[src/rtl/dbg_disp_ctrl_if.sv]
// dbg_disp_ctrl_if: debug read port between the display controller and the CPU
interface dbg_disp_ctrl_if #(parameter int ADDR_W = 8);
   logic              dbg_req;
   logic              dbg_space;
   logic [ADDR_W-1:0] dbg_addr;
   logic              dbg_ack;
   logic [31:0]       dbg_rdata;
   modport master (output dbg_req, dbg_space, dbg_addr, input dbg_ack, dbg_rdata);
   modport slave  (input dbg_req, dbg_space, dbg_addr, output dbg_ack, dbg_rdata);
endinterface

[src/rtl/dbg_disp_ctrl.sv]
// dbg_disp_ctrl: debounced address selection with periodic debug reads feeding the display
module dbg_disp_ctrl #(
   parameter int DB_CYCLES      = 1000000,
   parameter int REFRESH_CYCLES = 10000000,
   parameter int ADDR_W         = 8,
   parameter int TIMEOUT        = 255
) (
   input  logic            clk,
   input  logic            rstn,
   input  logic            btn_next,
   input  logic            btn_prev,
   input  logic            btn_mode,
   dbg_disp_ctrl_if.master dbg,
   output logic [31:0]     disp_data,
   output logic            led_space,
   output logic            timeout_err
);
   localparam int DB_W = $clog2(DB_CYCLES + 1);
   localparam int RF_W = $clog2(REFRESH_CYCLES + 1);
   localparam int WT_W = $clog2(TIMEOUT + 1);
   localparam logic [ADDR_W-1:0] REG_MAX = ADDR_W'(31);
   localparam logic [ADDR_W-1:0] MEM_MAX = '1;
   typedef enum logic {IDLE, REQ} state_t;
   state_t state, state_nx;
   logic [2:0] btn_raw, press;
   logic [ADDR_W-1:0] sel_addr, addr_max, addr_nx;
   logic sel_space, sel_chg, fetch_pending, wrap, req_nx, space_nx, terr_nx;
   logic [RF_W-1:0] ref_cnt;
   logic [WT_W-1:0] wait_cnt, wait_cnt_nx;
   logic [31:0] disp_nx;
   assign btn_raw = {btn_mode, btn_prev, btn_next};
   for (genvar i = 0; i < 3; i++) begin : g_db
      logic [1:0] sync;
      logic level, flip;
      logic [DB_W-1:0] cnt;
      assign flip = (sync[1] != level) && (cnt == DB_W'(DB_CYCLES - 1));
      assign press[i] = flip && !level;
      always_ff @(posedge clk or negedge rstn)
         if (!rstn) begin
            sync  <= '0;
            level <= 1'b0;
            cnt   <= '0;
         end else begin
            sync  <= {sync[0], btn_raw[i]};
            level <= level ^ flip;
            cnt   <= (sync[1] == level || flip) ? '0 : cnt + 1'b1;
         end
   end
   assign addr_max  = sel_space ? MEM_MAX : REG_MAX;
   assign sel_chg   = press[2] | (press[0] ^ press[1]);
   assign wrap      = ref_cnt == RF_W'(REFRESH_CYCLES - 1);
   assign led_space = sel_space;
   always_ff @(posedge clk or negedge rstn)
      if (!rstn) begin
         sel_space     <= 1'b0;
         sel_addr      <= '0;
         ref_cnt       <= '0;
         fetch_pending <= 1'b1;
      end else begin
         if (press[2]) begin
            sel_space <= ~sel_space;
            sel_addr  <= '0;
         end else if (press[0] && !press[1])
            sel_addr <= (sel_addr == addr_max) ? '0 : sel_addr + 1'b1;
         else if (press[1] && !press[0])
            sel_addr <= (sel_addr == '0) ? addr_max : sel_addr - 1'b1;
         ref_cnt       <= wrap ? '0 : ref_cnt + 1'b1;
         fetch_pending <= sel_chg | wrap | (fetch_pending & (state != IDLE));
      end
   always_comb begin
      state_nx    = state;
      req_nx      = dbg.dbg_req;
      space_nx    = dbg.dbg_space;
      addr_nx     = dbg.dbg_addr;
      disp_nx     = disp_data;
      terr_nx     = timeout_err;
      wait_cnt_nx = wait_cnt;
      if (state == IDLE) begin
         if (fetch_pending) begin
            state_nx    = REQ;
            req_nx      = 1'b1;
            space_nx    = sel_space;
            addr_nx     = sel_addr;
            wait_cnt_nx = '0;
         end
      end else if (dbg.dbg_ack) begin
         state_nx = IDLE;
         req_nx   = 1'b0;
         disp_nx  = dbg.dbg_rdata;
         terr_nx  = 1'b0;
      end else if (wait_cnt == WT_W'(TIMEOUT - 1)) begin
         state_nx = IDLE;
         req_nx   = 1'b0;
         disp_nx  = 32'hDEAD_DEAD;
         terr_nx  = 1'b1;
      end else
         wait_cnt_nx = wait_cnt + 1'b1;
   end
   always_ff @(posedge clk or negedge rstn)
      if (!rstn) begin
         state         <= IDLE;
         dbg.dbg_req   <= 1'b0;
         dbg.dbg_space <= 1'b0;
         dbg.dbg_addr  <= '0;
         disp_data     <= '0;
         timeout_err   <= 1'b0;
         wait_cnt      <= '0;
      end else begin
         state         <= state_nx;
         dbg.dbg_req   <= req_nx;
         dbg.dbg_space <= space_nx;
         dbg.dbg_addr  <= addr_nx;
         disp_data     <= disp_nx;
         timeout_err   <= terr_nx;
         wait_cnt      <= wait_cnt_nx;
      end
endmodule

[src/flat_wrapper.sv]
// flat-port wrapper written by rule: the top's interface ports become plain ports
module dbg_disp_ctrl_flat 
#(
   parameter int DB_CYCLES      = 1000000,
   parameter int REFRESH_CYCLES = 10000000,
   parameter int ADDR_W         = 8,
   parameter int TIMEOUT        = 255
)
  (clk, rstn, btn_next, btn_prev, btn_mode, disp_data, led_space, timeout_err, dbg_dbg_req, dbg_dbg_space, dbg_dbg_addr, dbg_dbg_ack, dbg_dbg_rdata);
  dbg_disp_ctrl_if #(.ADDR_W(ADDR_W)) dbg_i ();
  input  logic clk;
  input  logic rstn;
  input  logic btn_next;
  input  logic btn_prev;
  input  logic btn_mode;
  output logic [31:0] disp_data;
  output logic led_space;
  output logic timeout_err;
  output wire logic [$bits(dbg_i.dbg_req)-1:0] dbg_dbg_req;
  output wire logic [$bits(dbg_i.dbg_space)-1:0] dbg_dbg_space;
  output wire logic [$bits(dbg_i.dbg_addr)-1:0] dbg_dbg_addr;
  input wire logic [$bits(dbg_i.dbg_ack)-1:0] dbg_dbg_ack;
  input wire logic [$bits(dbg_i.dbg_rdata)-1:0] dbg_dbg_rdata;
  assign dbg_dbg_req = dbg_i.dbg_req;
  assign dbg_dbg_space = dbg_i.dbg_space;
  assign dbg_dbg_addr = dbg_i.dbg_addr;
  assign dbg_i.dbg_ack = dbg_dbg_ack;
  assign dbg_i.dbg_rdata = dbg_dbg_rdata;
  dbg_disp_ctrl #(.DB_CYCLES(DB_CYCLES), .REFRESH_CYCLES(REFRESH_CYCLES), .ADDR_W(ADDR_W), .TIMEOUT(TIMEOUT)) u_core (.clk(clk), .rstn(rstn), .btn_next(btn_next), .btn_prev(btn_prev), .btn_mode(btn_mode), .dbg(dbg_i), .disp_data(disp_data), .led_space(led_space), .timeout_err(timeout_err));
endmodule
[config.mk]
export PLATFORM = sky130hd
export DESIGN_NAME = dbg_disp_ctrl_flat
export DESIGN_NICKNAME = d
export VERILOG_FILES = /design/src/rtl/dbg_disp_ctrl_if.sv /design/src/rtl/dbg_disp_ctrl.sv /design/src/flat_wrapper.sv
export SDC_FILE = /design/constraint.sdc
export NUM_CORES = 1
export LEC_CHECK = 0
export CORE_MARGIN = 4
export CORE_UTILIZATION = 45
export CTS_BUF_LIST = sky130_fd_sc_hd__clkbuf_8 sky130_fd_sc_hd__clkbuf_16
export CTS_CLUSTER_DIAMETER = 40
export DETAILED_ROUTE_END_ITERATION = 8
export PLACE_DENSITY = 0.66
export REMOVE_ABC_BUFFERS = 1
export SLEW_MARGIN = 20
export SYNTH_ARGS = -nofsm -noshare
export SYNTH_HDL_FRONTEND = slang
export SYNTH_SLANG_ARGS = --single-unit
[constraint.sdc]
create_clock -name clk -period 2.9 [get_ports clk]
set_input_delay 0.58 -clock clk [delete_from_list [all_inputs] [get_ports clk]]
set_output_delay 0.58 -clock clk [all_outputs]
set_load 0.02 [all_outputs]
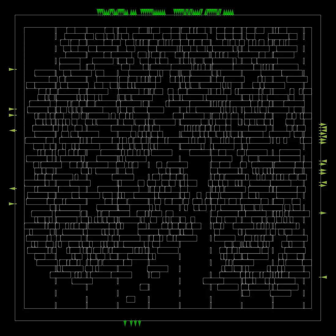
Figure 1: run 1, placed standard cells.
number of rows in the core area: 46
sequential cell count: 155
number of filler instances in the final layout: 1404
fin cells: 1031

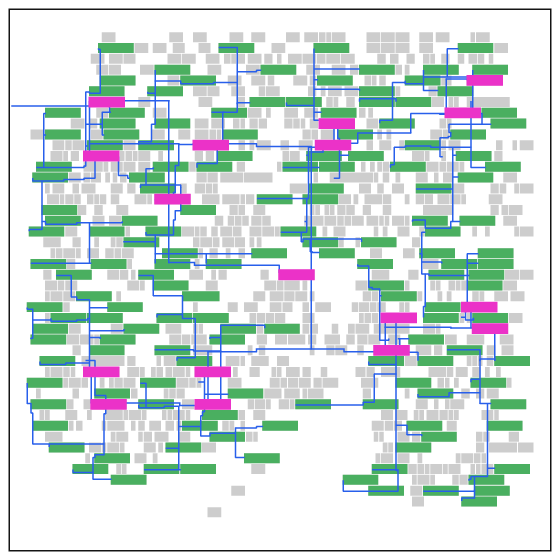
Figure 2: run 1, clock distribution.
clock wires: in blue, length 1910 um. flip-flops: in green, count 155. clock drivers: in magenta, count 17.
There are 18 routed clock nets. Position of the flops: all over the die.

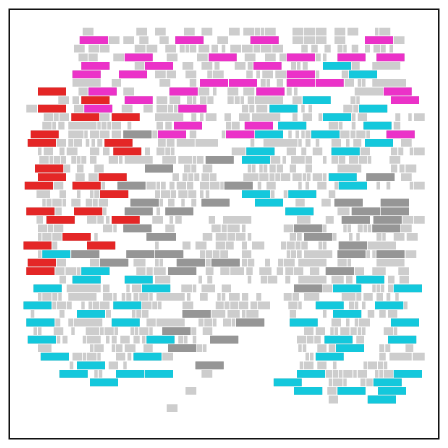
Figure 3: run 1, where the registers sit.
Other sequential cells in the stronger gray, the rest of the logic in the fainter gray.
u_core.disp_data: in magenta, placed flops 32, where a band across the top. u_core.g_db.cnt: in cyan, placed flops 60, where all over the die. u_core.ref_cnt: in red, placed flops 24.

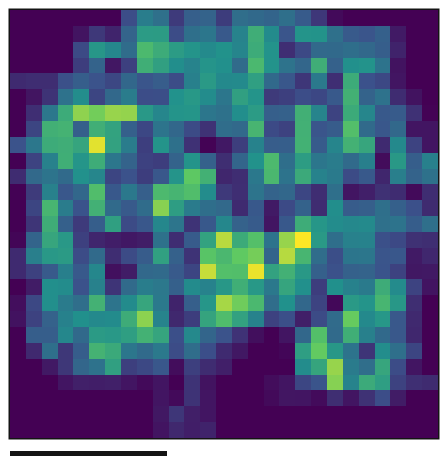
Figure 4: run 1, signal metal coverage by tile.
Scale bar: 50 um. 27 x 27 tiles, from dark purple (low) to yellow (high), scaled to the fullest tile. Values are wire area over tile area, all layers added.
The densest ninth of the die: center. The fullest tile reaches 0.44. The mean over all tiles is 0.13. The emptiest ninth of the die: south. 18% of the tiles are nearly empty. 20% of the tiles are over half the peak.

==> impl_summary.log, run 1 <==
[flow] collecting metrics
[metrics] Synth mux share: 1.17%
[metrics] actual transition at the worst max-transition pin: 0.818 ns
[metrics] final tally of hold violations: 0
[metrics] Yosys Warn Count: 0
[metrics] register fraction of the total cell area: 43.1%
[metrics] highest achievable clock rate: 0.373 GHz
[metrics] endpoint type of the worst setup path: register
[metrics] critical path data arrival time: 2.98 ns
[metrics] Routed wire per std cell: 15.1 um
[metrics] starting utilization of the core area: 46.1%
[metrics] commonest non-fill, non-tap cells in the layout: dfrtp_1 (154), nor2_1 (93), clkdlybuf4s50_1 (80)
[metrics] ant diodes: 0
[metrics] average via count per standard cell: 5.27
[metrics] TritonCTS clock tree: done
[metrics] setup repair after global routing missed its margin: no
[metrics] post-route clock skew: 0.0103 ns
[metrics] clk tree area frac: 6.71%
[metrics] Worst Path Max Fanout: 15
[metrics] startpoint kind of the worst setup timing path: register
[metrics] worst setup path category: register to register
[metrics] Yosys Instances: 726
[metrics] GR Layer Usage met1: 23.6%
[metrics] leakage power total: 3.92 nW
[metrics] share of the final layout cell area in multi-input gates: 36.7%
[metrics] critical path data required time: 3.20 ns
[metrics] synthesized area per cell: 10.2 sq um
[metrics] Total Wirelength: 15.6 mm
[metrics] run status: completed
[metrics] post-synthesis share of cell area spent on xor and xnor gates: 10.4%
[metrics] data-path buffer share of cell area in the final layout: 9.88%
[metrics] Max Cap Violations: 0
[metrics] most numerous logic cell after layout: dfrtp_1
[metrics] layout clock buffer count: 21
[metrics] placer congestion estimate: 0.844
[metrics] post-placement cell area: 8370 sq um
[metrics] number of global-route vias before repair: 5432
[metrics] aoi/oai-family share of the synthesized area: 6.87%
[metrics] Chip Area, Yosys: 7380 sq um
[metrics] Tmin final: 2.68 ns
[metrics] floorplan die area: 18500 sq um
[metrics] layout cell share with drive strength beyond 1: 7.36%
[metrics] Post-CTS Hold Buffers: 0
[metrics] final instance area: 9000 sq um
[metrics] Most common cell on crit path: and3_1
[metrics] area growth from synthesis to final layout: 22.0%
[metrics] DRT iter0 DRCs: 188
[metrics] area of the mapped netlist: 7380 sq um
[metrics] met2 demand-to-capacity share in global routing: 28.3%
[metrics] maximum number of pins on one net before global-route repair: 72
[metrics] area fraction in and, or, nand and nor cells: 24.1%
[metrics] first-pass iteration count of the detailed router: 4
[metrics] cell total after placement: 1000
[metrics] Leading cell kind: registers
[metrics] global router's overall resource usage: 17.6%
[metrics] clock latency at the later pin of the worst-skew pair: 0.42 ns
[metrics] number of antenna violations at the first check in global routing: 0
[metrics] top logic cell family in the synthesized netlist: simple AND/OR/NAND/NOR gates
[metrics] DRC: 0
[metrics] routed length on met2: 7.67 mm
[metrics] Most common reg cell: dfrtp_1
[metrics] Tool Warnings: 28
[metrics] Top Usage Layer GRT: met2
[metrics] number of ordinary inverters in the final layout: 15
[metrics] post-synth tally of flip-flops with integrated enable: 0
[metrics] crit-path leading delay family: simple AND/OR/NAND/NOR gates
[metrics] Multi-input gate area: 3300 sq um
[metrics] Metal-1 WL: 7.23 mm
[metrics] Period Utilization, post-route: 92.3%
[metrics] multi-input combinational gate total: 526
[metrics] number of placed I/O pins: 82
[metrics] type of the most critical hold path: input pin to asynchronous set/reset pin
[metrics] maximum vdd drop: 497 uV
[metrics] total power draw: 4.98 mW
[metrics] final total negative setup slack: 0 ns
[metrics] Well-Tap Cells: 216
[metrics] final tally of max-slew violations: 0
[metrics] proportion of synthesized chip area in sequential cells: 52.6%
[metrics] metal3 WL: 521 um
[metrics] clock slew seen by the registers of the worst setup and hold paths: 0.06 ns
## run 1: timing repair
| action | CTS | global route |
|---|---|---|
| setup buffers | 0 | 0 |
| endpoints found under the hold margin | 0 | 0 |
| resized | 1 | 3 |
| pin swaps | 0 | 0 |
| endpoints found under the setup margin | 1 | 4 |
## run 1: power by group
| group | switching (mW) | total, mW | leakage (nW) | internal (mW) |
|---|---|---|---|---|
| clock | 0.833 | 2.26 | 0.314 | 1.43 |
| combinational | 0.218 | 0.421 | 1.56 | 0.203 |
| sequential | 0.0534 | 2.30 | 2.04 | 2.24 |
| total | 1.10 | 4.98 | 3.92 | 3.87 |
## run 1: sequential cells by signal, indices dropped and copies added, names as in the netlist, named ones only
| register | flops |
|---|---|
| u_core.dbg.dbg_addr | 8 |
| u_core.dbg.dbg_req | 1 |
| u_core.dbg.dbg_space | 1 |
| u_core.disp_data | 32 |
| u_core.fetch_pending | 1 |
| u_core.g_db.cnt | 60 |
| u_core.g_db.sync | 6 |
| u_core.led_space | 1 |
| u_core.ref_cnt | 24 |
| u_core.sel_addr | 8 |
| u_core.state | 1 |
| u_core.timeout_err | 1 |
| u_core.wait_cnt | 8 |
## run 1: stage by stage
step | hold slack, ns | setup WS (ns) | utilization [%]
2_1_floorplan | 0.284 | 0.0179 | -
3_3_place_gp | 0.336 | 0.191 | 52.3
3_5_place_dp | 0.339 | 0.0157 | 52.3
4_1_cts | 0.182 | 0.0877 | 56.1
5_1_grt | 0.198 | 0.0113 | 56.3
6_report | 0.160 | 0.222 | 56.3
## run 1: cells in the mapped netlist, drive strengths merged, types with 2 or more instances
master	instances	share of area, %
a21oi	11	0.80
and3	12	1.0
nor4	13	1.5
xnor2	39	4.6
nor2b	26	2.2
a21o	2	0.20
nand2b	5	0.42
a22o	10	1.2
dfrtp	154	52
and4	13	1.5
nor3b	6	0.61
a31oi	2	0.17
mux2	5	0.76
nand2	73	3.7
mux2i	3	0.41
nand4	24	2.0
nand3b	8	0.86
nor3	8	0.61
o31ai	2	0.20
or2	3	0.25
clkbuf	15	1.2
nand3	41	2.8
xor2	49	5.8
and2	3	0.25
nor2	94	4.9
buf	15	1.3
o21ai	40	2.8
nor4b	3	0.36
or4	3	0.41
ha	10	1.7
inv	15	0.76
## run 1: final timing paths
kind | slack [ns] | endpoint | cells after the start | start
min reg2reg | 0.35 | u_core.g_db[2].sync[1]$_DFF_PN0_ | 0 | u_core.g_db[2].sync[0]$_DFF_PN0_
max | 0.22 | u_core.sel_addr[5]$_DFFE_PN0P_ | 10 | u_core.g_db[0].cnt[0]$_DFF_PN0_
max reg2reg | 0.22 | u_core.sel_addr[5]$_DFFE_PN0P_ | 10 | u_core.g_db[0].cnt[0]$_DFF_PN0_
max in group asynchronous | 1.96 | u_core.fetch_pending$_DFF_PN1_ | 2 | rstn
min | 0.16 | u_core.g_db[0].cnt[2]$_DFF_PN0_ | 1 | rstn
min in group clk | 0.35 | u_core.g_db[2].sync[1]$_DFF_PN0_ | 0 | u_core.g_db[2].sync[0]$_DFF_PN0_
==> run 1 -> run 2 <==
--- a/config.mk
+++ b/config.mk
@@ -7,7 +7,6 @@
 export LEC_CHECK = 0
 export CORE_MARGIN = 4
 export CORE_UTILIZATION = 45
-export CTS_BUF_LIST = sky130_fd_sc_hd__clkbuf_8 sky130_fd_sc_hd__clkbuf_16
 export CTS_CLUSTER_DIAMETER = 40
 export DETAILED_ROUTE_END_ITERATION = 8
 export PLACE_DENSITY = 0.66
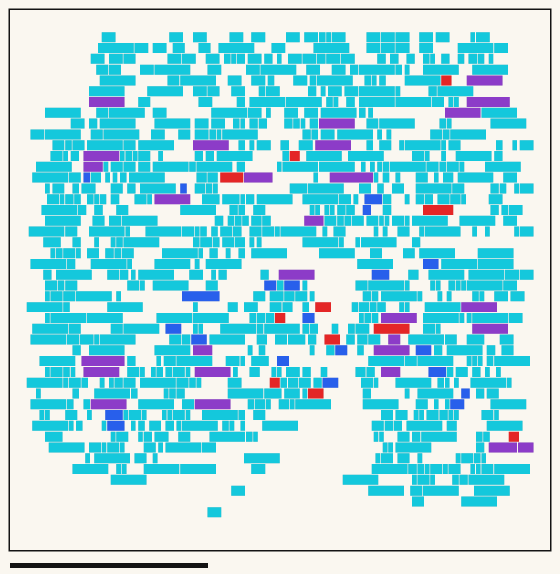
Figure 5: run 2, cell sizes after repair.
Scale bar: 50 um.
_2 cells: in blue, cells 21, share 2.6%. _3 and _4 cells: in red, cells 11, share 1.3%, most used buf_4. _0 and _1 cells: in cyan, cells 755, share 93%, most used dfrtp_1. _6 and larger: in purple, cells 28, share 3.4%, most used clkbuf_16.
final instance area: 9000 sq um
slack of the critical path: 0.223 ns
area growth from synthesis to final layout: 22.0%
Buffers excl. clock: 88

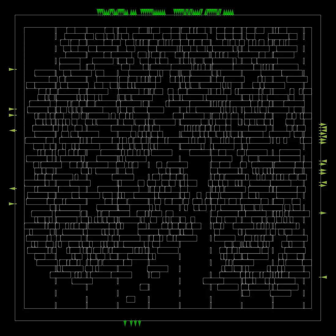
Figure 6: run 2, placed standard cells.
fraction of the core area covered by cells at the end of the flow: 56.3%
Well-Tap Cells: 216
core outline area: 16000 sq um
register fraction of the total cell area: 43.1%

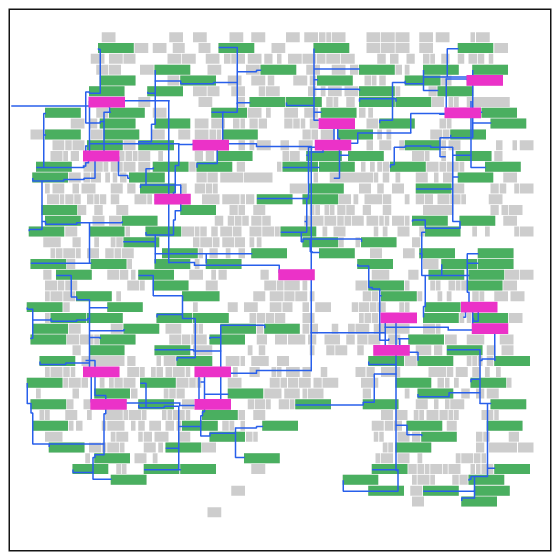
Figure 7: run 2, clock distribution.
clock wires: in blue, length 1910 um. clock drivers: in magenta, count 17. flip-flops: in green, count 155.
There are 18 routed clock nets.

==> impl_summary.log, run 2 <==
[flow] collecting metrics
[metrics] area of the mapped netlist: 7380 sq um (unchanged)
[metrics] actual transition at the worst max-transition pin: 0.818 ns (+0.000548 ns)
[metrics] number of antenna violations at the first check in global routing: 0 (unchanged)
[metrics] global router's overall resource usage: 17.6% (unchanged)
[metrics] Total Wirelength: 15.6 mm (-0.11%)
[metrics] TritonCTS clock tree: done
[metrics] synthesized area per cell: 10.2 sq um (unchanged)
[metrics] number of filler instances in the final layout: 1404 (unchanged)
[metrics] startpoint kind of the worst setup timing path: register
[metrics] fin cells: 1031 (unchanged)
[metrics] Max Cap Violations: 0 (unchanged)
[metrics] type of the most critical hold path: input pin to asynchronous set/reset pin
[metrics] leakage power total: 3.90 nW (-0.42%)
[metrics] DRC: 0 (unchanged)
[metrics] Period Utilization, post-route: 92.3% (about the same)
[metrics] largest cells by area after synthesis: dfrtp_1 (52%), xor2_1 (5.8%), nor2_1 (4.7%), xnor2_1 (4.6%), nand2_1 (3.7%)
[metrics] Multi-input gate area: 3300 sq um (unchanged)
[metrics] most numerous cell in the Yosys netlist: dfrtp_1
[metrics] number of rows in the core area: 46 (unchanged)
[metrics] Post-CTS Hold Buffers: 0 (unchanged)
[metrics] number of placed I/O pins: 82 (unchanged)
[metrics] maximum vdd drop: 497 uV (about the same)
[metrics] worst setup path category: register to register
[metrics] cell total after placement: 1000 (unchanged)
[metrics] final tally of max-slew violations: 0 (unchanged)
[metrics] final total negative setup slack: 0 ns (unchanged)
[metrics] Chip Area, Yosys: 7380 sq um (unchanged)
[metrics] cell accounting for the most synthesized area: dfrtp_1
[metrics] commonest non-fill, non-tap cells in the layout: dfrtp_1 (154), nor2_1 (93), clkdlybuf4s50_1 (80)
[metrics] setup repair after global routing missed its margin: no
[metrics] final worst hold slack: 0.155 ns (-0.00503 ns)
[metrics] Worst Path Max Fanout: 15 (unchanged)
[metrics] maximum number of pins on one net before global-route repair: 72 (unchanged)
[metrics] highest achievable clock rate: 0.374 GHz (about the same)
[metrics] critical path data required time: 3.20 ns (about the same)
[metrics] Routed wire per std cell: 15.1 um (-0.11%)
[metrics] most numerous logic cell after layout: dfrtp_1
[metrics] first-pass GRT wire length: 26.5 mm
[metrics] endpoint of the worst-slack reg-to-reg timing path: u_core.sel_addr[5]$_DFFE_PN0P_
[metrics] Yosys Instances: 726 (unchanged)
[metrics] Tool Warnings: 28 (unchanged)
[metrics] number of flip-flops in the largest register: 60 (unchanged)
[metrics] Yosys Warn Count: 0 (unchanged)
[metrics] run status: completed
[metrics] number of global-route vias before repair: 5432 (unchanged)
[metrics] floorplan die area: 18500 sq um (unchanged)
[metrics] Synth top cells by count: dfrtp_1 (154), nor2_1 (93), nand2_1 (73), xor2_1 (49), nand3_1 (41)
[metrics] ant diodes: 0 (unchanged)
[metrics] first-pass iteration count of the detailed router: 4 (unchanged)
[metrics] final tally of hold violations: 0 (unchanged)
[metrics] clock slew seen by the registers of the worst setup and hold paths: 0.06 ns (about the same)
[metrics] reg-to-reg slack, setup: 0.22 ns (about the same)
[metrics] layout cell share with drive strength beyond 1: 7.36% (unchanged)
[metrics] origin of the critical flop-to-flop path: u_core.g_db[0].cnt[0]$_DFF_PN0_
[metrics] post-synth tally of flip-flops with integrated enable: 0 (unchanged)
[metrics] endpoint type of the worst setup path: register
[metrics] proportion of synthesized chip area in sequential cells: 52.6% (unchanged)
[metrics] Top cell area share: 52.2% (unchanged)
[metrics] starting utilization of the core area: 46.1% (unchanged)
[metrics] Most flops, register: u_core.g_db.cnt
[metrics] average via count per standard cell: 5.26 (-0.18%)
[metrics] power density normalized to cell area: 555 nW/um^2
[metrics] clock latency at the later pin of the worst-skew pair: 0.42 ns (about the same)
[metrics] critical path data arrival time: 2.98 ns (about the same)
[metrics] DRT iter0 DRCs: 188 (unchanged)
[metrics] Tmin final: 2.68 ns (-0.00115 ns)
[metrics] Most common reg cell: dfrtp_1
[metrics] placer congestion estimate: 0.844 (unchanged)
## run 2: cell counts after synthesis
No cell type changed its count.
## run 2: repair_timing
item / in CTS / in global routing
endpoints found under the setup margin: 1 / 4
resized: 1 / 3
endpoints found under the hold margin: 0 / 0
setup buffers: 0 / 0
## run 2: worst max path at each step
stage                                                from                               to  slack (ns)
after detailed placement  u_core.g_db[1].cnt[0]$_DFF_PN0_   u_core.sel_addr[5]$_DFFE_PN0P_        0.02
after CTS                 u_core.g_db[1].cnt[0]$_DFF_PN0_   u_core.sel_addr[5]$_DFFE_PN0P_        0.09
after global routing      u_core.g_db[0].cnt[0]$_DFF_PN0_   u_core.sel_addr[4]$_DFFE_PN0P_        0.01
final                     u_core.g_db[0].cnt[0]$_DFF_PN0_   u_core.sel_addr[5]$_DFFE_PN0P_        0.22
after floorplan            u_core.wait_cnt[0]$_DFFE_PN0P_  u_core.disp_data[0]$_DFFE_PN0P_        0.02
after global placement    u_core.g_db[0].cnt[0]$_DFF_PN0_   u_core.sel_addr[5]$_DFFE_PN0P_        0.19
## run 2: logic make-up after synthesis
logic type | after synthesis | share of synthesized area, %
AND-OR/OR-AND | 80 | 6.87
adder cells (fa/ha/maj) | 10 | 1.70
AND/OR/NAND/NOR | 340 | 24.1
flip-flops | 155 | 52.6
XOR/XNOR | 88 | 10.4
buffers and inverters | 45 | 3.20
multiplexers | 8 | 1.17
## run 2: layer usage
| layer | wire length [um] | GRT usage (%) | vias up | share of wire [%] |
|---|---|---|---|---|
| met2 | 7630 | 28.3 | 74 | 49 |
| met1 | 7200 | 23.6 | 2686 | 46 |
| li1 | - | - | 2653 | - |
| met3 | 567 | 4.81 | 12 | 3.6 |
| met4 | 161 | 4.54 | 0 | 1.0 |
| met5 | 0 | 0 | - | 0 |
## run 2: worst max-delay path: stages (launching register included)
cell and delay (ns):
dfrtp_1 0.39, ha_1 0.22, and3_1 0.21, nand3_1 0.14, nor4_2 0.38, and3b_1 0.26, ha_4 0.27, or2b_2 0.30
mux2i_1 0.12, a221oi_1 0.09, and3_1 0.18
## run 2: cell type report
cell class	count	share of cell area (%)
Multi-Input combinational cell	526	36.7
Timing Repair Buffer	88	9.88
Clock buffer	25	5.50
Inverter	15	0.625
Sequential cell	155	43.1
Tap cell	216	3.00
Clock inverter	6	1.21
## run 2: power by group
part           leakage (nW)  switching (mW)  internal [mW]
Sequential             2.04          0.0534           2.24
Clock                 0.298           0.835           1.44
Combinational          1.56           0.218          0.203
## run 2: through the flow
stage | worst slack (ns) | power, mW
2_1_floorplan | 0.0179 | 2.49
3_3_place_gp | 0.191 | 2.75
3_5_place_dp | 0.0157 | 2.76
4_1_cts | 0.0877 | 5.05
5_1_grt | 0.0116 | 5.20
6_report | 0.223 | 4.99
==> run 2 -> run 3 <==
--- a/config.mk
+++ b/config.mk
@@ -9,7 +9,7 @@
 export CORE_UTILIZATION = 45
 export CTS_CLUSTER_DIAMETER = 40
 export DETAILED_ROUTE_END_ITERATION = 8
-export PLACE_DENSITY = 0.66
+export DONT_BUFFER_PORTS = 1
 export REMOVE_ABC_BUFFERS = 1
 export SLEW_MARGIN = 20
 export SYNTH_ARGS = -nofsm -noshare
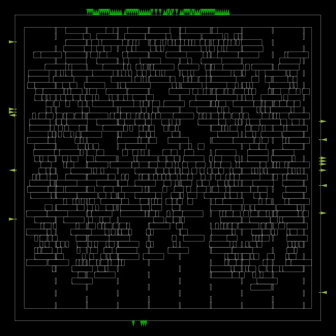
Figure 8: run 3, placed standard cells.
register fraction of the total cell area: 47.6%
fraction of the core area covered by cells at the end of the flow: 51.0%
number of filler instances in the final layout: 1497

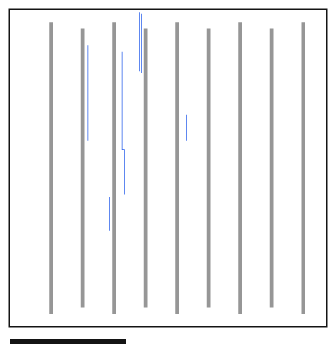
Figure 9: run 3, the metal 4 layer.
Scale bar: 50 um. Supply wires on this layer in gray.
The layer carries 178 um of wire. The layer holds 1.2% of the routed length. The wires run mostly vertical.

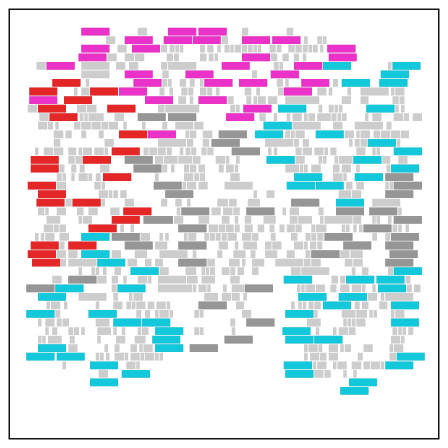
Figure 10: run 3, where the registers sit.
Other sequential cells in the stronger gray, the rest of the logic in the fainter gray.
u_core.g_db.cnt: in cyan, placed flops 60. u_core.ref_cnt: in red, placed flops 24. u_core.disp_data: in magenta, placed flops 32.
Another 39 sequential cells are not colored.
footprint of the flip-flops and latches: 3880 sq um
flip-flop and latch power: 2.39 mW

==> impl_summary.log, run 3 <==
[flow] collecting metrics
[metrics] run status: finished with violations
[metrics] failing checks: negative hold slack
[metrics] destination of the critical timing path: u_core.sel_addr[5]$_DFFE_PN0P_
[metrics] DRT iter0 DRCs: 345 (+84%)
[metrics] total power draw: 4.72 mW (-5.4%)
[metrics] final total negative setup slack: 0 ns (unchanged)
[metrics] cell accounting for the most synthesized area: dfrtp_1
[metrics] Most flops, register: u_core.g_db.cnt
[metrics] floorplan die area: 18500 sq um (unchanged)
[metrics] number of flip-flops in the largest register: 60 (unchanged)
[metrics] Top cell area share: 52.2% (unchanged)
[metrics] endpoint type of the worst setup path: register
[metrics] final worst hold slack: -0.151 ns (-0.307 ns)
[metrics] setup repair after global routing missed its margin: no
[metrics] type of the most critical hold path: input pin to asynchronous set/reset pin
[metrics] DRC: 0 (unchanged)
[metrics] Tool Warnings: 32 (+14%)
[metrics] clock latency at the later pin of the worst-skew pair: 0.42 ns (about the same)
[metrics] area growth from synthesis to final layout: 10.5%
[metrics] highest achievable clock rate: 0.379 GHz (+1.5%)
[metrics] starting utilization of the core area: 46.1% (unchanged)
[metrics] number of global-route vias before repair: 5134 (-5.5%)
[metrics] first-pass GRT wire length: 25.0 mm (-5.6%)
[metrics] ant diodes: 0 (unchanged)
[metrics] Period Utilization, post-route: 90.9% (-1.4 points)
[metrics] power density normalized to cell area: 579 nW/um^2 (+4.4%)
[metrics] launching instance or port of the critical path: u_core.g_db[1].cnt[0]$_DFF_PN0_
[metrics] critical path data arrival time: 2.99 ns (about the same)
[metrics] endpoint of the worst-slack reg-to-reg timing path: u_core.sel_addr[5]$_DFFE_PN0P_
[metrics] Max Cap Violations: 0 (unchanged)
[metrics] Tmin final: 2.64 ns (-0.0408 ns)
[metrics] leakage power total: 3.56 nW (-8.9%)
[metrics] post-synth tally of flip-flops with integrated enable: 0 (unchanged)
[metrics] final tally of hold violations: 154 (+154)
[metrics] proportion of synthesized chip area in sequential cells: 52.6% (unchanged)
[metrics] placer congestion estimate: 0.865 (+2.5%)
[metrics] core outline area: 16000 sq um (unchanged)
[metrics] number of antenna violations at the first check in global routing: 0 (unchanged)
[metrics] maximum number of pins on one net before global-route repair: 156 (+120%)
[metrics] commonest non-fill, non-tap cells in the layout: dfrtp_1 (154), nor2_1 (93), nand2_1 (73)
[metrics] TritonCTS clock tree: done
[metrics] area of the mapped netlist: 7380 sq um (unchanged)
[metrics] worst setup path category: register to register
[metrics] number of placed I/O pins: 82 (unchanged)
[metrics] final tally of max-slew violations: 0 (unchanged)
[metrics] Routed wire per std cell: 15.3 um (+1.4%)
[metrics] layout cell share with drive strength beyond 1: 8.44% (+1.1 points)
[metrics] Setup Fix Bufs, Post-CTS: 0 (unchanged)
[metrics] Most common reg cell: dfrtp_1
[metrics] largest cells by area after synthesis: dfrtp_1 (52%), xor2_1 (5.8%), nor2_1 (4.7%), xnor2_1 (4.6%), nand2_1 (3.7%)
[metrics] number of rows in the core area: 46 (unchanged)
[metrics] first-pass iteration count of the detailed router: 4 (unchanged)
[metrics] actual transition at the worst max-transition pin: 0.789 ns (-0.0291 ns)
[metrics] Yosys Instances: 726 (unchanged)
[metrics] Total Wirelength: 14.6 mm (-6.5%)
[run 3: cell counts after synthesis]
Identical to the previous run, type by type.
[run 3: logic make-up after synthesis]
logic type	count (synthesis)	synth area share, %
AOI/OAI and AO/OA	80	6.87
adders and majority gates	10	1.70
xor gates and xnor gates	88	10.4
and+or+nand+nor	340	24.1
DFF	155	52.6
buffers and inverters	45	3.20
muxes	8	1.17
[run 3: timing repair]
action,4_1_cts,5_1_grt
endpoints found under the setup margin,0,6
resized,0,3
endpoints found under the hold margin,154,154
[run 3: worst min path at each step]
stage,to,depth (start not counted)
6_report,u_core.g_db[0].cnt[15]$_DFF_PN0_,0
5_1_grt,u_core.g_db[0].cnt[15]$_DFF_PN0_,0
4_1_cts,u_core.g_db[0].cnt[9]$_DFF_PN0_,0
3_5_place_dp,u_core.g_db[0].cnt[14]$_DFF_PN0_,0
3_3_place_gp,u_core.g_db[0].cnt[14]$_DFF_PN0_,0
2_1_floorplan,asynchronous set/reset pin,0
[run 3: cell type report]
| class | instances | area, sq um | share of cell area, % |
|---|---|---|---|
| clock buffer | 20 | 447 | 5.48 |
| clock inverter | 11 | 146 | 1.80 |
| inverter | 15 | 56.3 | 0.691 |
| multi-input combinational | 526 | 3290 | 40.4 |
| sequential | 155 | 3880 | 47.6 |
| tap | 216 | 270 | 3.31 |
| timing repair buffer | 8 | 60.1 | 0.737 |
[run 3: worst max-delay path, cell delays in order, from the launching register on]
cell	delay, ns
dfrtp_1	0.39
ha_1	0.23
and4_1	0.22
nand2_1	0.09
nor4_2	0.39
nand3b_1	0.17
ha_4	0.40
or2b_2	0.14
mux2i_1	0.06
a221oi_1	0.29
and3_1	0.19
[run 3: power breakdown]
group          switching (mW)  internal [mW]
registers               0.147           2.24
logic                  0.0546         0.0548
clock network           0.854           1.37
total                    1.06           3.67
[run 3: through the flow]
step                      cells  setup slack [ns]  hold slack, ns  instance area [sq um]  util, %
after global routing        951            0.0382          -0.181                   8150     51.0
after floorplan             696            0.0179           0.284                   7200        -
after global placement      920             0.197           0.290                   7540     47.1
after detailed placement    920            0.0860           0.290                   7540     47.1
final                       951             0.264          -0.151                   8150     51.0
after CTS                   951            0.0754          -0.171                   8140     50.8
[run 3: layer usage]
| metal | GRT usage [%] | part of all wire (%) | wire [um] |
|---|---|---|---|
| met3 | 4.89 | 3.7 | 535 |
| met1 | 22.2 | 46 | 6700 |
| met5 | 0 | 0 | 0 |
| met2 | 26.4 | 49 | 7140 |
| met4 | 5.49 | 1.2 | 178 |
No activity file was given, so power comes from the tool's default toggle rates.
